Figure 1. Clock routing (run 1).
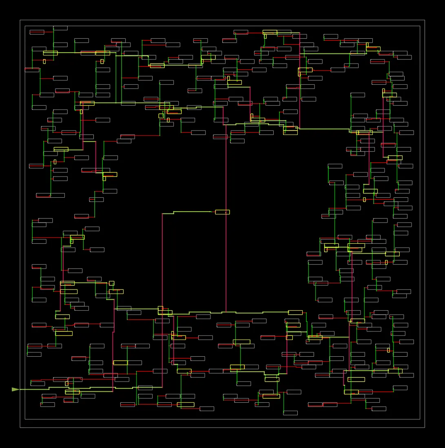
Figure 2. Cells colored by class (run 1).
Scale: 1.5 px per µm. Fill, decap, tap and diode cells in gray.
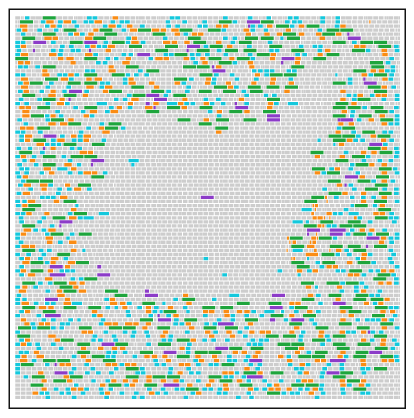
Figure 3. Cell area per tile (run 1).
Scale: 1 px per µm. 26 x 26 tiles, from black (low) to pale yellow (high), 0 to 100% covered.
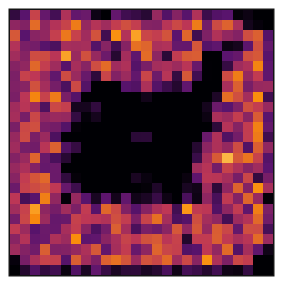
--- src/rtl/cache_port_arbiter_if.sv ---
// cache_port_arbiter_if: one request/response handshake channel.
// Signals:
//   req, reqdata, reqtag, reqcyc  -- request address, write data, tag and valid (master -> slave)
//   reqack                        -- request accepted (slave -> master)
//   resp, resptag, respcyc        -- response data, tag and valid (slave -> master)
//   respack                       -- response consumed (master -> slave)
// The master modport issues requests; the slave modport serves them.
interface cache_port_arbiter_if #(
    parameter int DATA_WIDTH = 64,
    parameter int TAG_WIDTH  = 13
);
    logic [DATA_WIDTH-1:0] req;
    logic [DATA_WIDTH-1:0] reqdata;
    logic [DATA_WIDTH-1:0] resp;
    logic [TAG_WIDTH-1:0]  reqtag;
    logic [TAG_WIDTH-1:0]  resptag;
    logic                  reqcyc;
    logic                  reqack;
    logic                  respcyc;
    logic                  respack;

    modport master (
        output req, reqdata, reqtag, reqcyc, respack,
        input  reqack, resp, resptag, respcyc
    );

    modport slave (
        input  req, reqdata, reqtag, reqcyc, respack,
        output reqack, resp, resptag, respcyc
    );
endinterface

--- src/rtl/cache_port_arbiter.sv ---
// cache_port_arbiter: round-robin arbiter merging instruction and data request
// streams onto one cache port and routing responses back by tag source bit.
// Ports:
//   clk    -- clock, all state on rising edge
//   reset  -- asynchronous active-low reset
//   i_bus  -- instruction-side channel (slave: arbiter accepts requests, returns responses)
//   d_bus  -- data-side channel (slave)
//   m_bus  -- cache-facing channel (master: arbiter issues requests, consumes responses)
module cache_port_arbiter #(
    parameter int DATA_WIDTH = 64,
    parameter int TAG_WIDTH  = 13
) (
    input  logic                        clk,
    input  logic                        reset,
    cache_port_arbiter_if.slave         i_bus,
    cache_port_arbiter_if.slave         d_bus,
    cache_port_arbiter_if.master        m_bus
);
    // Tag bit carrying the originating source: 0 = instruction, 1 = data.
    localparam int SRC = TAG_WIDTH - 6;

    typedef enum logic [1:0] {IDLE, BUSY_I, BUSY_D} state_t;

    state_t                state_q, state_d;
    logic                  last_d_q, last_d_d;
    // Index 0 = instruction side, index 1 = data side.
    logic [1:0]            out_q, out_d;
    logic [1:0]            ack_q, ack_d;
    logic [1:0]            bv_q, bv_d;
    logic [DATA_WIDTH-1:0] req_q, req_d;
    logic [DATA_WIDTH-1:0] data_q, data_d;
    logic [TAG_WIDTH-1:0]  tag_q, tag_d;
    logic [DATA_WIDTH-1:0] ibuf_q, ibuf_d;
    logic [DATA_WIDTH-1:0] dbuf_q, dbuf_d;
    logic [TAG_WIDTH-1:0]  itag_q, itag_d;
    logic [TAG_WIDTH-1:0]  dtag_q, dtag_d;
    logic                  i_elig, d_elig, grant_i, grant_d, resp_side, resp_fire;

    always_comb begin
        state_d  = state_q;
        last_d_d = last_d_q;
        out_d    = out_q;
        ack_d    = 2'b00;
        bv_d     = bv_q;
        req_d    = req_q;
        data_d   = data_q;
        tag_d    = tag_q;
        ibuf_d   = ibuf_q;
        dbuf_d   = dbuf_q;
        itag_d   = itag_q;
        dtag_d   = dtag_q;
        i_elig   = i_bus.reqcyc & ~out_q[0];
        d_elig   = d_bus.reqcyc & ~out_q[1];
        // On a tie the side that did not win last time is granted.
        grant_d  = (state_q == IDLE) && d_elig && (!i_elig || !last_d_q);
        grant_i  = (state_q == IDLE) && i_elig && !grant_d;
        resp_side = m_bus.resptag[SRC];
        // Accept only into an empty buffer; reset gating keeps the ack low during reset.
        resp_fire = reset & m_bus.respcyc & ~bv_q[resp_side];
        if (grant_i || grant_d) begin
            state_d    = grant_d ? BUSY_D : BUSY_I;
            last_d_d   = grant_d;
            ack_d      = {grant_d, grant_i};
            out_d      = out_q | {grant_d, grant_i};
            req_d      = grant_d ? d_bus.req : i_bus.req;
            data_d     = grant_d ? d_bus.reqdata : i_bus.reqdata;
            tag_d      = grant_d ? d_bus.reqtag : i_bus.reqtag;
            tag_d[SRC] = grant_d;
        end else if (state_q != IDLE && m_bus.reqack) begin
            state_d = IDLE;
        end
        if (bv_q[0] && i_bus.respack) begin
            bv_d[0]  = 1'b0;
            out_d[0] = 1'b0;
        end
        if (bv_q[1] && d_bus.respack) begin
            bv_d[1]  = 1'b0;
            out_d[1] = 1'b0;
        end
        // A response with nothing outstanding for its side is acked and dropped.
        if (resp_fire && out_q[resp_side]) begin
            bv_d[resp_side] = 1'b1;
            if (resp_side) begin
                dbuf_d = m_bus.resp;
                dtag_d = m_bus.resptag;
            end else begin
                ibuf_d = m_bus.resp;
                itag_d = m_bus.resptag;
            end
        end
    end

    always_ff @(posedge clk or negedge reset) begin
        if (!reset) begin
            state_q  <= IDLE;
            last_d_q <= 1'b0;
            out_q    <= '0;
            ack_q    <= '0;
            bv_q     <= '0;
            req_q    <= '0;
            data_q   <= '0;
            tag_q    <= '0;
            ibuf_q   <= '0;
            dbuf_q   <= '0;
            itag_q   <= '0;
            dtag_q   <= '0;
        end else begin
            state_q  <= state_d;
            last_d_q <= last_d_d;
            out_q    <= out_d;
            ack_q    <= ack_d;
            bv_q     <= bv_d;
            req_q    <= req_d;
            data_q   <= data_d;
            tag_q    <= tag_d;
            ibuf_q   <= ibuf_d;
            dbuf_q   <= dbuf_d;
            itag_q   <= itag_d;
            dtag_q   <= dtag_d;
        end
    end

    assign i_bus.reqack   = ack_q[0];
    assign d_bus.reqack   = ack_q[1];
    assign i_bus.respcyc  = bv_q[0];
    assign i_bus.resp     = ibuf_q;
    assign i_bus.resptag  = itag_q;
    assign d_bus.respcyc  = bv_q[1];
    assign d_bus.resp     = dbuf_q;
    assign d_bus.resptag  = dtag_q;
    assign m_bus.req      = req_q;
    assign m_bus.reqdata  = data_q;
    assign m_bus.reqtag   = tag_q;
    assign m_bus.reqcyc   = state_q != IDLE;
    assign m_bus.respack  = resp_fire;
endmodule
--- src/flat_wrapper.sv ---
// flat-port wrapper written by rule: the top's interface ports become plain ports
module cache_port_arbiter_flat 
#(
    parameter int DATA_WIDTH = 64,
    parameter int TAG_WIDTH  = 13
)
  (clk, reset, i_bus_req, i_bus_reqdata, i_bus_reqtag, i_bus_reqcyc, i_bus_respack, i_bus_reqack, i_bus_resp, i_bus_resptag, i_bus_respcyc, d_bus_req, d_bus_reqdata, d_bus_reqtag, d_bus_reqcyc, d_bus_respack, d_bus_reqack, d_bus_resp, d_bus_resptag, d_bus_respcyc, m_bus_req, m_bus_reqdata, m_bus_reqtag, m_bus_reqcyc, m_bus_respack, m_bus_reqack, m_bus_resp, m_bus_resptag, m_bus_respcyc);
  cache_port_arbiter_if #(.DATA_WIDTH(DATA_WIDTH), .TAG_WIDTH(TAG_WIDTH)) i_bus_i ();
  cache_port_arbiter_if #(.DATA_WIDTH(DATA_WIDTH), .TAG_WIDTH(TAG_WIDTH)) d_bus_i ();
  cache_port_arbiter_if #(.DATA_WIDTH(DATA_WIDTH), .TAG_WIDTH(TAG_WIDTH)) m_bus_i ();
  input  logic clk;
  input  logic reset;
  input wire logic [$bits(i_bus_i.req)-1:0] i_bus_req;
  input wire logic [$bits(i_bus_i.reqdata)-1:0] i_bus_reqdata;
  input wire logic [$bits(i_bus_i.reqtag)-1:0] i_bus_reqtag;
  input wire logic [$bits(i_bus_i.reqcyc)-1:0] i_bus_reqcyc;
  input wire logic [$bits(i_bus_i.respack)-1:0] i_bus_respack;
  output wire logic [$bits(i_bus_i.reqack)-1:0] i_bus_reqack;
  output wire logic [$bits(i_bus_i.resp)-1:0] i_bus_resp;
  output wire logic [$bits(i_bus_i.resptag)-1:0] i_bus_resptag;
  output wire logic [$bits(i_bus_i.respcyc)-1:0] i_bus_respcyc;
  input wire logic [$bits(d_bus_i.req)-1:0] d_bus_req;
  input wire logic [$bits(d_bus_i.reqdata)-1:0] d_bus_reqdata;
  input wire logic [$bits(d_bus_i.reqtag)-1:0] d_bus_reqtag;
  input wire logic [$bits(d_bus_i.reqcyc)-1:0] d_bus_reqcyc;
  input wire logic [$bits(d_bus_i.respack)-1:0] d_bus_respack;
  output wire logic [$bits(d_bus_i.reqack)-1:0] d_bus_reqack;
  output wire logic [$bits(d_bus_i.resp)-1:0] d_bus_resp;
  output wire logic [$bits(d_bus_i.resptag)-1:0] d_bus_resptag;
  output wire logic [$bits(d_bus_i.respcyc)-1:0] d_bus_respcyc;
  output wire logic [$bits(m_bus_i.req)-1:0] m_bus_req;
  output wire logic [$bits(m_bus_i.reqdata)-1:0] m_bus_reqdata;
  output wire logic [$bits(m_bus_i.reqtag)-1:0] m_bus_reqtag;
  output wire logic [$bits(m_bus_i.reqcyc)-1:0] m_bus_reqcyc;
  output wire logic [$bits(m_bus_i.respack)-1:0] m_bus_respack;
  input wire logic [$bits(m_bus_i.reqack)-1:0] m_bus_reqack;
  input wire logic [$bits(m_bus_i.resp)-1:0] m_bus_resp;
  input wire logic [$bits(m_bus_i.resptag)-1:0] m_bus_resptag;
  input wire logic [$bits(m_bus_i.respcyc)-1:0] m_bus_respcyc;
  assign i_bus_i.req = i_bus_req;
  assign i_bus_i.reqdata = i_bus_reqdata;
  assign i_bus_i.reqtag = i_bus_reqtag;
  assign i_bus_i.reqcyc = i_bus_reqcyc;
  assign i_bus_i.respack = i_bus_respack;
  assign i_bus_reqack = i_bus_i.reqack;
  assign i_bus_resp = i_bus_i.resp;
  assign i_bus_resptag = i_bus_i.resptag;
  assign i_bus_respcyc = i_bus_i.respcyc;
  assign d_bus_i.req = d_bus_req;
  assign d_bus_i.reqdata = d_bus_reqdata;
  assign d_bus_i.reqtag = d_bus_reqtag;
  assign d_bus_i.reqcyc = d_bus_reqcyc;
  assign d_bus_i.respack = d_bus_respack;
  assign d_bus_reqack = d_bus_i.reqack;
  assign d_bus_resp = d_bus_i.resp;
  assign d_bus_resptag = d_bus_i.resptag;
  assign d_bus_respcyc = d_bus_i.respcyc;
  assign m_bus_req = m_bus_i.req;
  assign m_bus_reqdata = m_bus_i.reqdata;
  assign m_bus_reqtag = m_bus_i.reqtag;
  assign m_bus_reqcyc = m_bus_i.reqcyc;
  assign m_bus_respack = m_bus_i.respack;
  assign m_bus_i.reqack = m_bus_reqack;
  assign m_bus_i.resp = m_bus_resp;
  assign m_bus_i.resptag = m_bus_resptag;
  assign m_bus_i.respcyc = m_bus_respcyc;
  cache_port_arbiter #(.DATA_WIDTH(DATA_WIDTH), .TAG_WIDTH(TAG_WIDTH)) u_core (.clk(clk), .reset(reset), .i_bus(i_bus_i), .d_bus(d_bus_i), .m_bus(m_bus_i));
endmodule
--- config.mk ---
export PLATFORM = sky130hd
export DESIGN_NAME = cache_port_arbiter_flat
export DESIGN_NICKNAME = d
export VERILOG_FILES = /design/src/rtl/cache_port_arbiter_if.sv /design/src/rtl/cache_port_arbiter.sv /design/src/flat_wrapper.sv
export SDC_FILE = /design/constraint.sdc
export NUM_CORES = 1
export LEC_CHECK = 0
export CORE_AREA = 3 3 260 262
export CTS_BUF_LIST = sky130_fd_sc_hd__clkbuf_16
export DETAILED_ROUTE_END_ITERATION = 8
export DIE_AREA = 0 0 263 265
export PLACE_DENSITY_LB_ADDON = 0.15
export RECOVER_POWER = 25
export SYNTH_ARGS = -nofsm -noshare
export SYNTH_HDL_FRONTEND = slang
export SYNTH_SLANG_ARGS = --single-unit
--- constraint.sdc ---
create_clock -name clk -period 2.8 [get_ports clk]
set_input_delay 0.7 -clock clk [delete_from_list [all_inputs] [get_ports clk]]
set_output_delay 0.7 -clock clk [all_outputs]
set_load 0.01 [all_outputs]
==> run_summary.xml, run 1 <==
<?xml version="1.0" encoding="UTF-8"?>
<metrics>
  <group name="outcome">
    <metric name="run_status" unit="">finished, violations left</metric>
    <metric name="violations" unit="">capacitance limit, slew limit</metric>
  </group>
  <group name="worst_setup_path">
    <metric name="timing.critical_path.slowest_stage_cell" unit="">clkdlybuf4s50_1</metric>
    <metric name="critical_path.max_fanout" unit="">4</metric>
    <metric name="cp-startpoint" unit="">m_bus_resptag[7]</metric>
    <metric name="reg2regPathDepth" unit="">4</metric>
  </group>
  <group name="floorplan">
    <metric name="taps" unit="">864</metric>
    <metric name="num_io_pins" unit="">668</metric>
    <metric name="core_region_area" unit="µm²">65600</metric>
  </group>
  <group name="layout">
    <metric name="area.sequential" unit="µm²">7560</metric>
    <metric name="filler_cell_count_in_the_final_layout" unit="">6433</metric>
    <metric name="layout-area-overhead-vs-synth" unit="%">69.9</metric>
    <metric name="non_filler_cells_final" unit="">2401</metric>
  </group>
  <group name="synthesis">
    <metric name="post_synth_ao_oa_area_fraction" unit="%">0.531</metric>
    <metric name="synth_top_cell_by_area" unit="">dfrtp_1</metric>
    <metric name="syn-cell-area" unit="µm²">13200</metric>
    <metric name="post_synth_most_frequent_cells" unit="">354 x mux2_2, 302 x dfrtp_1, 78 x mux2_4, 15 x buf_2, 11 x buf_1</metric>
    <metric name="synth.cellmix.adderShare" unit="%">0</metric>
    <metric name="synth.yosys.seq_area_share" unit="%">57.3</metric>
  </group>
  <group name="clock_network">
    <metric name="cts_root_buffer" unit="">clkbuf_16</metric>
    <metric name="clock_insertion_delay_worst_skew" unit="ps">550</metric>
    <metric name="clk_transition_reported_paths" unit="ps">60</metric>
    <metric name="clk_path_buf_depth" unit="">3</metric>
  </group>
  <group name="pwr">
    <metric name="total_power" unit="W">0.0250</metric>
    <metric name="power.static_leakage" unit="nW">9.39</metric>
    <metric name="pwr-share-comb" unit="%">47.6</metric>
  </group>
  <group name="route">
    <metric name="highest_layer" unit="">met5</metric>
    <metric name="routed_vias" unit="">9465</metric>
    <metric name="detail_route.iter0.violations" unit="">212</metric>
  </group>
  <group name="sta">
    <metric name="slew_viol_final" unit="">259</metric>
  </group>
  <group name="job">
    <metric name="drv_cap" unit="">3</metric>
  </group>
</metrics>
-- Figure 1 (at the start) --
power of the clock network: 0.00536 W
Setup Skew: 18.4 ps

-- Figure 2 (at the start) --
legend:
  clock drivers and dummy loads:
    color: purple
    cells: 73
  all other logic:
    color: orange
    cells: 462
  other buffers and delay cells:
    color: cyan
    cells: 698
  flops:
    color: green
    cells: 302

-- Figure 3 (at the start) --
densest ninth of the die: north-west
nearly empty tiles: 21%
emptiest ninth of the die: center
mean over tiles: 31%
tiles over 75% full: 1.5%
fullest tile: 84%

==> run 2, diff against run 1 <==
- CAP_MARGIN: default -> 20
- GPL_ROUTABILITY_DRIVEN: default -> 0
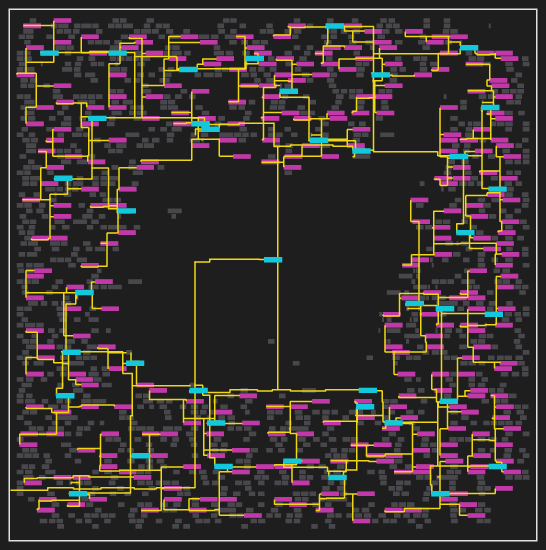
Figure 4: run 2, clock distribution.
Scale: 2 px per µm.
legend:
  flip-flops:
    color: magenta
    count: 302
  cells driving clock nets:
    color: cyan
    count: 40
  clock wires:
    color: yellow
    length: 5300 µm
flops lie: all over the die

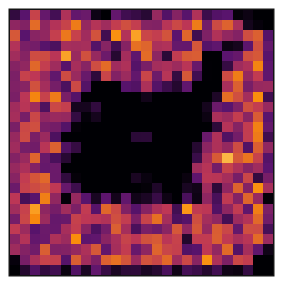
Figure 5: run 2, cell area per tile.
Scale: 1 px per µm. 26 x 26 tiles, from black (low) to pale yellow (high), 0 to 100% covered.
emptiest ninth of the die: center
densest ninth of the die: north-west
fullest tile: 84%
mean over tiles: 31%

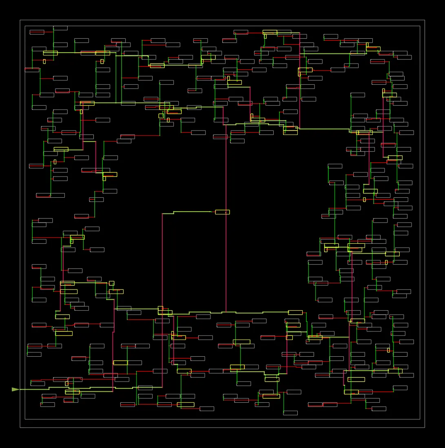
Figure 6: run 2, clock routing.
FF+latch count: 302
clock net sink count: 302
clock buffer count in the final layout: 41
number of buffers created by CTS: 40

==> run 2 against run 1 <==
  * The run still ends with capacitance limit, slew limit left
  * Non-clock buffer count unchanged
  * Sequential power about the same
  * Sequential cell count unchanged
  * Highest routed layer unchanged
  * Critical path depth unchanged
  * Core utilization did not move
  * Critical endpoint unchanged
  * Via count stayed put
  * Synthesized area unchanged
==> run_summary.xml, run 2 <==
<?xml version="1.0" encoding="UTF-8"?>
<metrics>
  <group name="floorplan">
    <metric name="core_region_area" unit="µm²">65600</metric>
    <metric name="taps" unit="">864</metric>
  </group>
  <group name="clock_network">
    <metric name="clock_insertion_delay_worst_skew" unit="ps">550</metric>
    <metric name="clk_transition_reported_paths" unit="ps">60</metric>
  </group>
  <group name="synthesis">
    <metric name="post_synth_ao_oa_area_fraction" unit="%">0.531</metric>
    <metric name="syn-cell-area" unit="µm²">13200</metric>
    <metric name="synth_top_cell_by_area" unit="">dfrtp_1</metric>
    <metric name="synth.cellmix.adderShare" unit="%">0</metric>
    <metric name="post_synth_most_frequent_cells" unit="">354 x mux2_2, 302 x dfrtp_1, 78 x mux2_4, 15 x buf_2, 11 x buf_1</metric>
  </group>
  <group name="worst_setup_path">
    <metric name="critical_path.max_fanout" unit="">4</metric>
    <metric name="timing.critical_path.slowest_stage_cell" unit="">clkdlybuf4s50_1</metric>
  </group>
  <group name="job">
    <metric name="drv_cap" unit="">3</metric>
  </group>
  <group name="pwr">
    <metric name="power.clock.total" unit="W">0.00536</metric>
    <metric name="pwr-share-comb" unit="%">47.6</metric>
  </group>
  <group name="outcome">
    <metric name="run_status" unit="">finished, violations left</metric>
    <metric name="violations" unit="">capacitance limit, slew limit</metric>
  </group>
  <group name="route">
    <metric name="detail_route.iter0.violations" unit="">212</metric>
    <metric name="routed_vias" unit="">9465</metric>
    <metric name="highest_layer" unit="">met5</metric>
  </group>
  <group name="sta">
    <metric name="slew_viol_final" unit="">259</metric>
  </group>
  <group name="layout">
    <metric name="filler_cell_count_in_the_final_layout" unit="">6433</metric>
    <metric name="layout-area-overhead-vs-synth" unit="%">69.9</metric>
  </group>
</metrics>
==> run 3, diff against run 2 <==
- CORE_AREA: 3 3 260 262 -> 2 2 259 261
- CTS_BUF_LIST: sky130_fd_sc_hd__clkbuf_16 -> default
- DIE_AREA: 0 0 263 265 -> 0 0 261 263
- SLEW_MARGIN: default -> 5
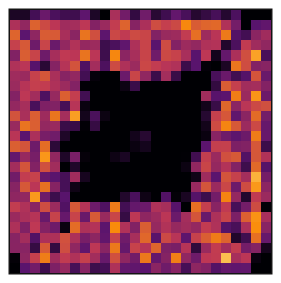
Figure 7: run 3, cell area per tile.
Scale: 1 px per µm. 26 x 26 tiles, from black (low) to pale yellow (high), 0 to 100% covered.
mean over tiles: 31%
tiles over 75% full: 1.5%
fullest tile: 86%
nearly empty tiles: 21%

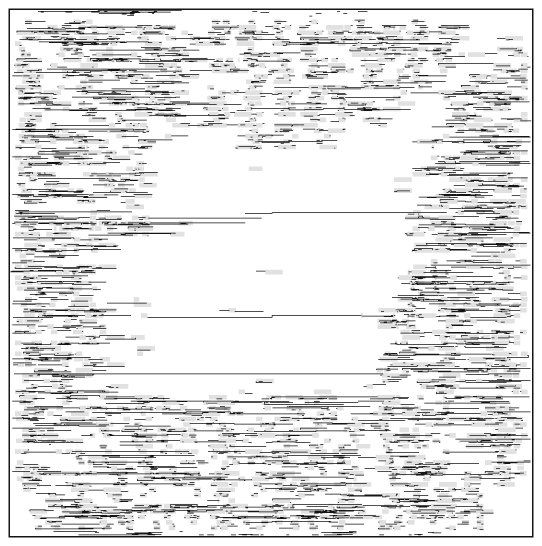
Figure 8: run 3, the metal 1 layer.
Scale: 2 px per µm.
share of all routed wire: 36%
wire length on this layer: 17700 µm

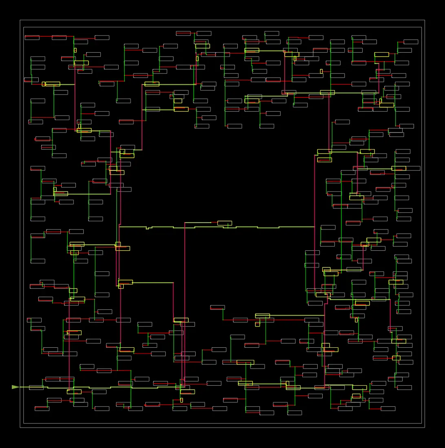
Figure 9: run 3, clock routing.
clk ins delay skew pair: 550 ps
clock buffer count in the final layout: 58

==> run 3 against run 2 <==
  * The run now ends clean
  * Combinational power is essentially flat
  * Setup slack gained 4.9 ps
  * Critical endpoint unchanged
  * Power shrank 1.8%
  * Critical path depth is the same
  * Non-clock buffer count shrank 4
==> run_summary.xml, run 3 <==
<?xml version="1.0" encoding="UTF-8"?>
<metrics>
  <group name="worst_setup_path">
    <metric name="setup.worst_path.end_class" unit="">primary output</metric>
    <metric name="critical_path.max_fanout" unit="">4</metric>
    <metric name="critical_path_arrival" unit="ps">2020</metric>
    <metric name="timing.critical_path.slowest_stage_cell" unit="">clkdlybuf4s50_1</metric>
  </group>
  <group name="pwr">
    <metric name="power.clock.total" unit="W">0.00500</metric>
    <metric name="comb-power" unit="W">0.0118</metric>
    <metric name="pwr-share-comb" unit="%">48.1</metric>
  </group>
  <group name="layout">
    <metric name="seq_area_share" unit="%">33.9</metric>
    <metric name="filler_cell_count_in_the_final_layout" unit="">6380</metric>
    <metric name="layout-area-overhead-vs-synth" unit="%">68.9</metric>
    <metric name="seq_cells" unit="">302</metric>
  </group>
  <group name="route">
    <metric name="routed_vias" unit="">9448</metric>
    <metric name="wl_met3" unit="mm">4.91</metric>
    <metric name="detail_route.iter0.violations" unit="">219</metric>
    <metric name="highest_layer" unit="">met5</metric>
  </group>
  <group name="clock_network">
    <metric name="cts_made_buffers" unit="">40</metric>
    <metric name="postCtsSetupRepairBufs" unit="">0</metric>
    <metric name="cts.htree.levels" unit="">2</metric>
    <metric name="cts.sink_count" unit="">302</metric>
    <metric name="clk_path_buf_depth" unit="">3</metric>
    <metric name="clk_transition_reported_paths" unit="ps">60</metric>
  </group>
  <group name="floorplan">
    <metric name="taps" unit="">864</metric>
    <metric name="core_region_area" unit="µm²">65600</metric>
  </group>
  <group name="synthesis">
    <metric name="post_synth_most_frequent_cells" unit="">354 x mux2_2, 302 x dfrtp_1, 78 x mux2_4, 15 x buf_2, 11 x buf_1</metric>
    <metric name="synth_flops" unit="">302</metric>
    <metric name="synth_top_cell_by_area" unit="">dfrtp_1</metric>
    <metric name="synth.cellmix.adderShare" unit="%">0</metric>
    <metric name="syn-cell-area" unit="µm²">13200</metric>
    <metric name="synth_stat.cells" unit="">813</metric>
  </group>
  <group name="job">
    <metric name="drv_cap" unit="">0</metric>
  </group>
  <group name="outcome">
    <metric name="run_status" unit="">finished, final reports clean</metric>
  </group>
  <group name="sta">
    <metric name="maxClockFrequency" unit="MHz">367</metric>
    <metric name="slew_viol_final" unit="">0</metric>
  </group>
</metrics>
No activity file was given, so power comes from the tool's default toggle rates.
